Fig. 1: wiring by layer
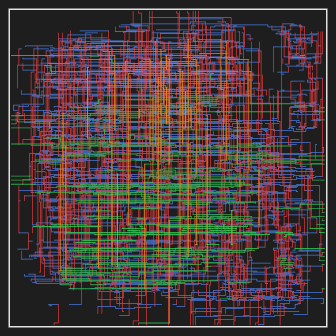
Fig. 2: clock distribution
Bar = 20 um.
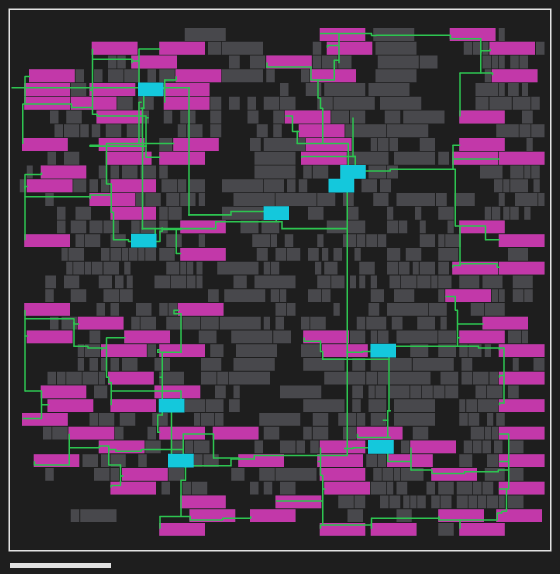
<file path="src/rtl/issue_scheduler.sv">
// Decode-stage issue controller: pending-write scoreboard, hazard/back-pressure stalls,
// branch-flush squash and a drain handshake for halt/IO.
module issue_scheduler #(
  parameter int unsigned FLUSH_CYCLES = 2,
  parameter int unsigned STALL_W      = 16
) (
  input  logic               clk,
  input  logic               rst,
  input  logic               if_valid,
  input  logic [4:0]         src1_no,
  input  logic               src1_f,
  input  logic               src1_use,
  input  logic [4:0]         src2_no,
  input  logic               src2_f,
  input  logic               src2_use,
  input  logic [4:0]         dst_no,
  input  logic               dst_f,
  input  logic               dst_we,
  input  logic               ex_busy,
  input  logic               wb_valid,
  input  logic [4:0]         wb_no,
  input  logic               wb_f,
  input  logic               flush,
  input  logic               drain_req,
  output logic               dec_enable,
  output logic               if_stall,
  output logic               issue_valid,
  output logic               drain_done,
  output logic [1:0]         state,
  output logic [STALL_W-1:0] stall_cycles
);

  localparam logic [1:0] StIdle  = 2'd0;
  localparam logic [1:0] StRun   = 2'd1;
  localparam logic [1:0] StFlush = 2'd2;
  localparam logic [1:0] StDrain = 2'd3;

  localparam logic [3:0] FlushLoad = 4'(FLUSH_CYCLES - 1);

  logic [1:0]         state_q, state_d;
  logic [3:0]         cnt_q, cnt_d;
  logic [63:0]        pend_q, pend_d;
  logic               iv_q, iv_d;
  logic [5:0]         last_dst_q;
  logic               last_we_q;
  logic [STALL_W-1:0] stall_q;

  logic [5:0] src1_idx, src2_idx, dst_idx, wb_idx;
  logic       hazard, stall_inc;

  assign src1_idx = {src1_f, src1_no};
  assign src2_idx = {src2_f, src2_no};
  assign dst_idx  = {dst_f, dst_no};
  assign wb_idx   = {wb_f, wb_no};

  // Integer r0 is never set in the scoreboard, so it can never raise a hazard.
  assign hazard = (src1_use & pend_q[src1_idx]) | (src2_use & pend_q[src2_idx]) |
                  (dst_we & pend_q[dst_idx]);

  assign dec_enable   = (state_q == StRun) & if_valid & ~hazard & ~ex_busy & ~flush;
  assign if_stall     = if_valid & ~dec_enable;
  assign issue_valid  = iv_q;
  assign drain_done   = (state_q == StDrain) & (pend_q == 64'd0) & ~iv_q;
  assign state        = state_q;
  assign stall_cycles = stall_q;
  assign stall_inc    = (state_q == StRun) & if_valid & ~dec_enable & ~flush;

  always_comb begin
    state_d = state_q;
    cnt_d   = cnt_q;
    case (state_q)
      StIdle: state_d = StRun;
      StRun: begin
        if (flush) begin
          state_d = StFlush;
          cnt_d   = FlushLoad;
        end else if (drain_req) begin
          state_d = StDrain;
        end
      end
      StFlush: begin
        if (flush)               cnt_d   = FlushLoad;
        else if (cnt_q == 4'd0)  state_d = drain_req ? StDrain : StRun;
        else                     cnt_d   = cnt_q - 4'd1;
      end
      StDrain: if (!drain_req && !flush) state_d = StRun;
      default: state_d = StIdle;
    endcase
  end

  always_comb begin
    if (flush)           iv_d = 1'b0;
    else if (dec_enable) iv_d = 1'b1;
    else if (ex_busy)    iv_d = iv_q;
    else                 iv_d = 1'b0;
  end

  // Ordering gives set priority over a same-cycle writeback clear.
  always_comb begin
    pend_d = pend_q;
    if (wb_valid) pend_d[wb_idx] = 1'b0;
    if (flush && iv_q && last_we_q) pend_d[last_dst_q] = 1'b0;
    if (dec_enable && dst_we && (dst_idx != 6'd0)) pend_d[dst_idx] = 1'b1;
  end

  always_ff @(posedge clk or posedge rst) begin
    if (rst) begin
      state_q    <= StIdle;
      cnt_q      <= 4'd0;
      pend_q     <= 64'd0;
      iv_q       <= 1'b0;
      last_dst_q <= 6'd0;
      last_we_q  <= 1'b0;
      stall_q    <= '0;
    end else begin
      state_q <= state_d;
      cnt_q   <= cnt_d;
      pend_q  <= pend_d;
      iv_q    <= iv_d;
      if (dec_enable) begin
        last_dst_q <= dst_idx;
        last_we_q  <= dst_we;
      end
      if (stall_inc && (stall_q != {STALL_W{1'b1}})) begin
        stall_q <= stall_q + {{(STALL_W-1){1'b0}}, 1'b1};
      end
    end
  end

endmodule

</file>
<file path="config.mk">
export PLATFORM = sky130hd
export DESIGN_NAME = issue_scheduler
export DESIGN_NICKNAME = d
export VERILOG_FILES = /design/src/rtl/issue_scheduler.sv
export SDC_FILE = /design/constraint.sdc
export NUM_CORES = 1
export LEC_CHECK = 0
export CAP_MARGIN = 5
export CORE_UTILIZATION = 58
export DETAILED_ROUTE_END_ITERATION = 10
export DONT_BUFFER_PORTS = 1
export PLACE_DENSITY = 0.85
export SYNTH_ARGS = -nofsm -noshare
export SYNTH_HDL_FRONTEND = slang
export SYNTH_SLANG_ARGS = --single-unit
</file>
<file path="constraint.sdc">
create_clock -name clk -period 3.5 [get_ports clk]
set_input_delay 0.7 -clock clk [delete_from_list [all_inputs] [get_ports clk]]
set_output_delay 0.7 -clock clk [all_outputs]
set_load 0.005 [all_outputs]
</file>
==> impl_metrics.csv <==
group,metric,value,unit
clock_tree,postCtsSetupRepairBufs,0,
final_timing,post-route-min-period,3.36,ns
setup_path,worstRegToRegCells,10,
finish,post_route_cells_drive_above_1_share,0.163,
die,core,10500,um2
routing,drcViolationCount,0,
run_status,status,"finished, final reports clean",
synth,ys_cells,605,
die,rows,37,
synth,synth-async-reset-ratio,1.00,
setup_path,critPathLaunchType,"register",
synth,syn_area_per_cell,10.5,um2
finish,num_antenna_cells,0,
final_timing,setup_viol,0,
setup_path,crit-reg2reg-launch,"pend_q[8]",
pwr,combPwrFrac,0.238,
die,chipHeight,107,um
flow_run,warning_count,29,
placement,placedCellCount,710,
placement,routabilityCongestion,1.05,
clock_tree,cts_tree,"built",
setup_path,crit_fanout,4,
placement,pre_cts_ws,0.185,ns
final_timing,worst_pin_slew,0.690,ns
global_routing,grt_pass1_vias,5763,
routing,via_per_inst,8.12,
synth,ys_types,56,
synth,synth_nets,645,
placement,hpwl,15800,um
pwr,peakVddDrop,330,uV
synth,yosys_warnings,0,
pwr,p_seq_frac,0.508,
synth,flop_cell,"dfrtp_1",
global_routing,antenna_found_initial,0,
clock_tree,clock_path_buffers,2,
pwr,power_density,417,nW/um2
final_timing,timing.hold.ws,0.314,ns
synth,edf_count,0,
final_timing,fin_ws,0.137,ns
clock_tree,cts_sinks,94,
routing,drtIter0Drc,1069,
final_timing,clock.fmax,0.297,GHz
placement,placed_cell_area,6430,um2
setup_path,r2r-end,"pend_q[23]",
final_timing,maxSlewHeadroom,0.538,
pwr,p_leak,2.55,nW
global_routing,grt_pass1_wl,33700,um
clock_tree,cts_root_buf,"clkbuf_8",
synth,synth_area,6370,um2
final_timing,hold_viol_final,0,
pwr,swShare,0.365,
pwr,totalPowerFinal,2.76,mW
setup_path,crit_path_end,"if_stall",
setup_path,critPathLaunch,"pend_q[8]",
die,die_w,107,um
clock_tree,cts_max_level,3,
pwr,power.internal,1.75,mW
routing,ant_nets,0,
final_timing,rsz0062_at_grt,"no",
setup_path,r2r_slack,0.39,ns
routing,drt_first_pass_iters,5,
finish,finish.instance_area,6620,um2
global_routing,grt_max_degree,95,
flow_run,max_cap_viol_count,0,
setup_path,path_class,"register to output port",
finish,stdcell_count,726,
pwr,netSwitchingPower,1.01,mW
setup_path,crit_path_end_kind,"output port",
finish,nets,625,
Back to the opening pictures, Fig. 1:
- met2: red (wire length 9620 um)
- met3: green (wire length 3360 um)
- met4: orange (wire length 1180 um)
- met1: blue (wire length 8120 um)
WL final: 22300 um
WL per Instance: 30.7 um
Vias: 5896

Back to the opening pictures, Fig. 2:
- flip-flops: magenta (count 94)
- cells driving clock nets: cyan (count 9)
- clock wires: green (length 1170 um)
- routed clock nets: 10
clock share of power: 0.254
Clk. pwr: 0.702 mW
Late-Pin Clk Latency: 0.38 ns
Setup Skew: 0.00989 ns

registers in the layout, indices dropped and copies added, names as in the netlist:
| signal | cells |
|---|---|
| pend_q | 64 |
| cnt_q | 4 |
| state | 2 |
| stall_cycles | 16 |
| last_dst_q | 6 |
| last_we_q | 1 |
| issue_valid | 1 |
power groups by stage:
| stage | clock network, mW | registers (mW) | logic (mW) |
|---|---|---|---|
| after global placement | 0 | 1.40 | 0.611 |
| final | 0.702 | 1.40 | 0.657 |
| after floorplan | 0 | 1.30 | 0.591 |
| after global routing | 0.752 | 1.41 | 0.717 |
| after CTS | 0.704 | 1.39 | 0.642 |
| after detailed placement | 0 | 1.40 | 0.641 |
how the worst min path moves through the flow:
stage / end / cells past startpoint
floorplan: cnt_q[2] / 1
global placement: cnt_q[1] / 2
detailed placement: cnt_q[2] / 1
CTS: pend_q[17] / 2
global route: pend_q[3] / 2
finish: pend_q[16] / 2
area by class of cell:
type	instances	area, um2	share of cell area
inverters	14	53.8	0.00813
clock buffers	11	141	0.0214
multi-input cells	456	3770	0.570
repair buffers	10	87.6	0.0132
well taps	136	170	0.0257
flip-flops and latches	94	2350	0.356
clock inverters	5	41.3	0.00624
cell usage after synthesis, types with 3 or more instances:
library cell  instances  area [um2]
o21ai_1              12        60.1
nor4_1               24         150
nand3_2               4        40.0
nand4_1               8        50.1
nor2b_1              10        62.6
inv_1                14        52.6
a21oi_1               5        25.0
and3_1                5        31.3
nand4b_1              3        26.3
dfrtp_1              94        2350
xor2_1               11        96.3
mux4_2               44         991
buf_4                 6        45.0
nand3b_1             11        82.6
nand2b_1              8        50.1
mux2i_1              17         170
o21ai_0              59         295
buf_2                 9        45.0
or3b_2                3        26.3
a211oi_1              4        30.0
buf_1                 7        26.3
nor2_1               25        93.8
nand3_1              30         150
nand2_1              37         139
mux2_2               14         158
o221ai_1             64         561
nor3_1               10        50.1
ha_1                  6        75.1
a22oi_1               3        22.5
clkbuf_1             17        63.8
or3_1                 7        43.8
repair_timing:
item | 4_1_cts | 5_1_grt
endpoints found under the setup margin | 0 | 1
gates resized | 0 | 2
hold endpoints to repair | 0 | 0
cell families (layout without fill, tap and decap cells):
family / after synthesis / count (layout) / share of synthesized area
flops: 94 / 94 / 0.369
fa+ha+maj: 6 / 6 / 0.0118
simple gates: 195 / 195 / 0.173
xor+xnor: 13 / 13 / 0.0179
compound gates: 167 / 167 / 0.181
buf+inv: 55 / 40 / 0.0400
mux: 75 / 75 / 0.207
cell usage in the layout (no fill, tap or decap), drive strengths merged, types with 11 or more instances in the layout:
master	count
mux4	44
dfrtp	94
mux2	14
o21ai	71
clkbuf	11
nand3	34
o221ai	64
xor2	11
nor2	25
nand3b	11
inv	15
nand2	37
mux2i	17
nor4	24
worst max-delay path, cell delays in order (launching register included):
cell,delay [ns]
dfrtp_1,0.43
buf_4,0.18
mux4_2,0.44
nor3b_1,0.15
a21oi_1,0.16
o32ai_1,0.10
o41ai_1,0.40
and4_4,0.36
nor2b_1,0.07
routing by layer:
layer	wire length, um	up-vias	global-route usage
met5	0	-	0
met4	1180	0	0.235
met3	3360	96	0.135
met2	9620	537	0.574
met1	8120	2858	0.548
li1	-	2405	-
Power is estimated from default activity; no workload was simulated.
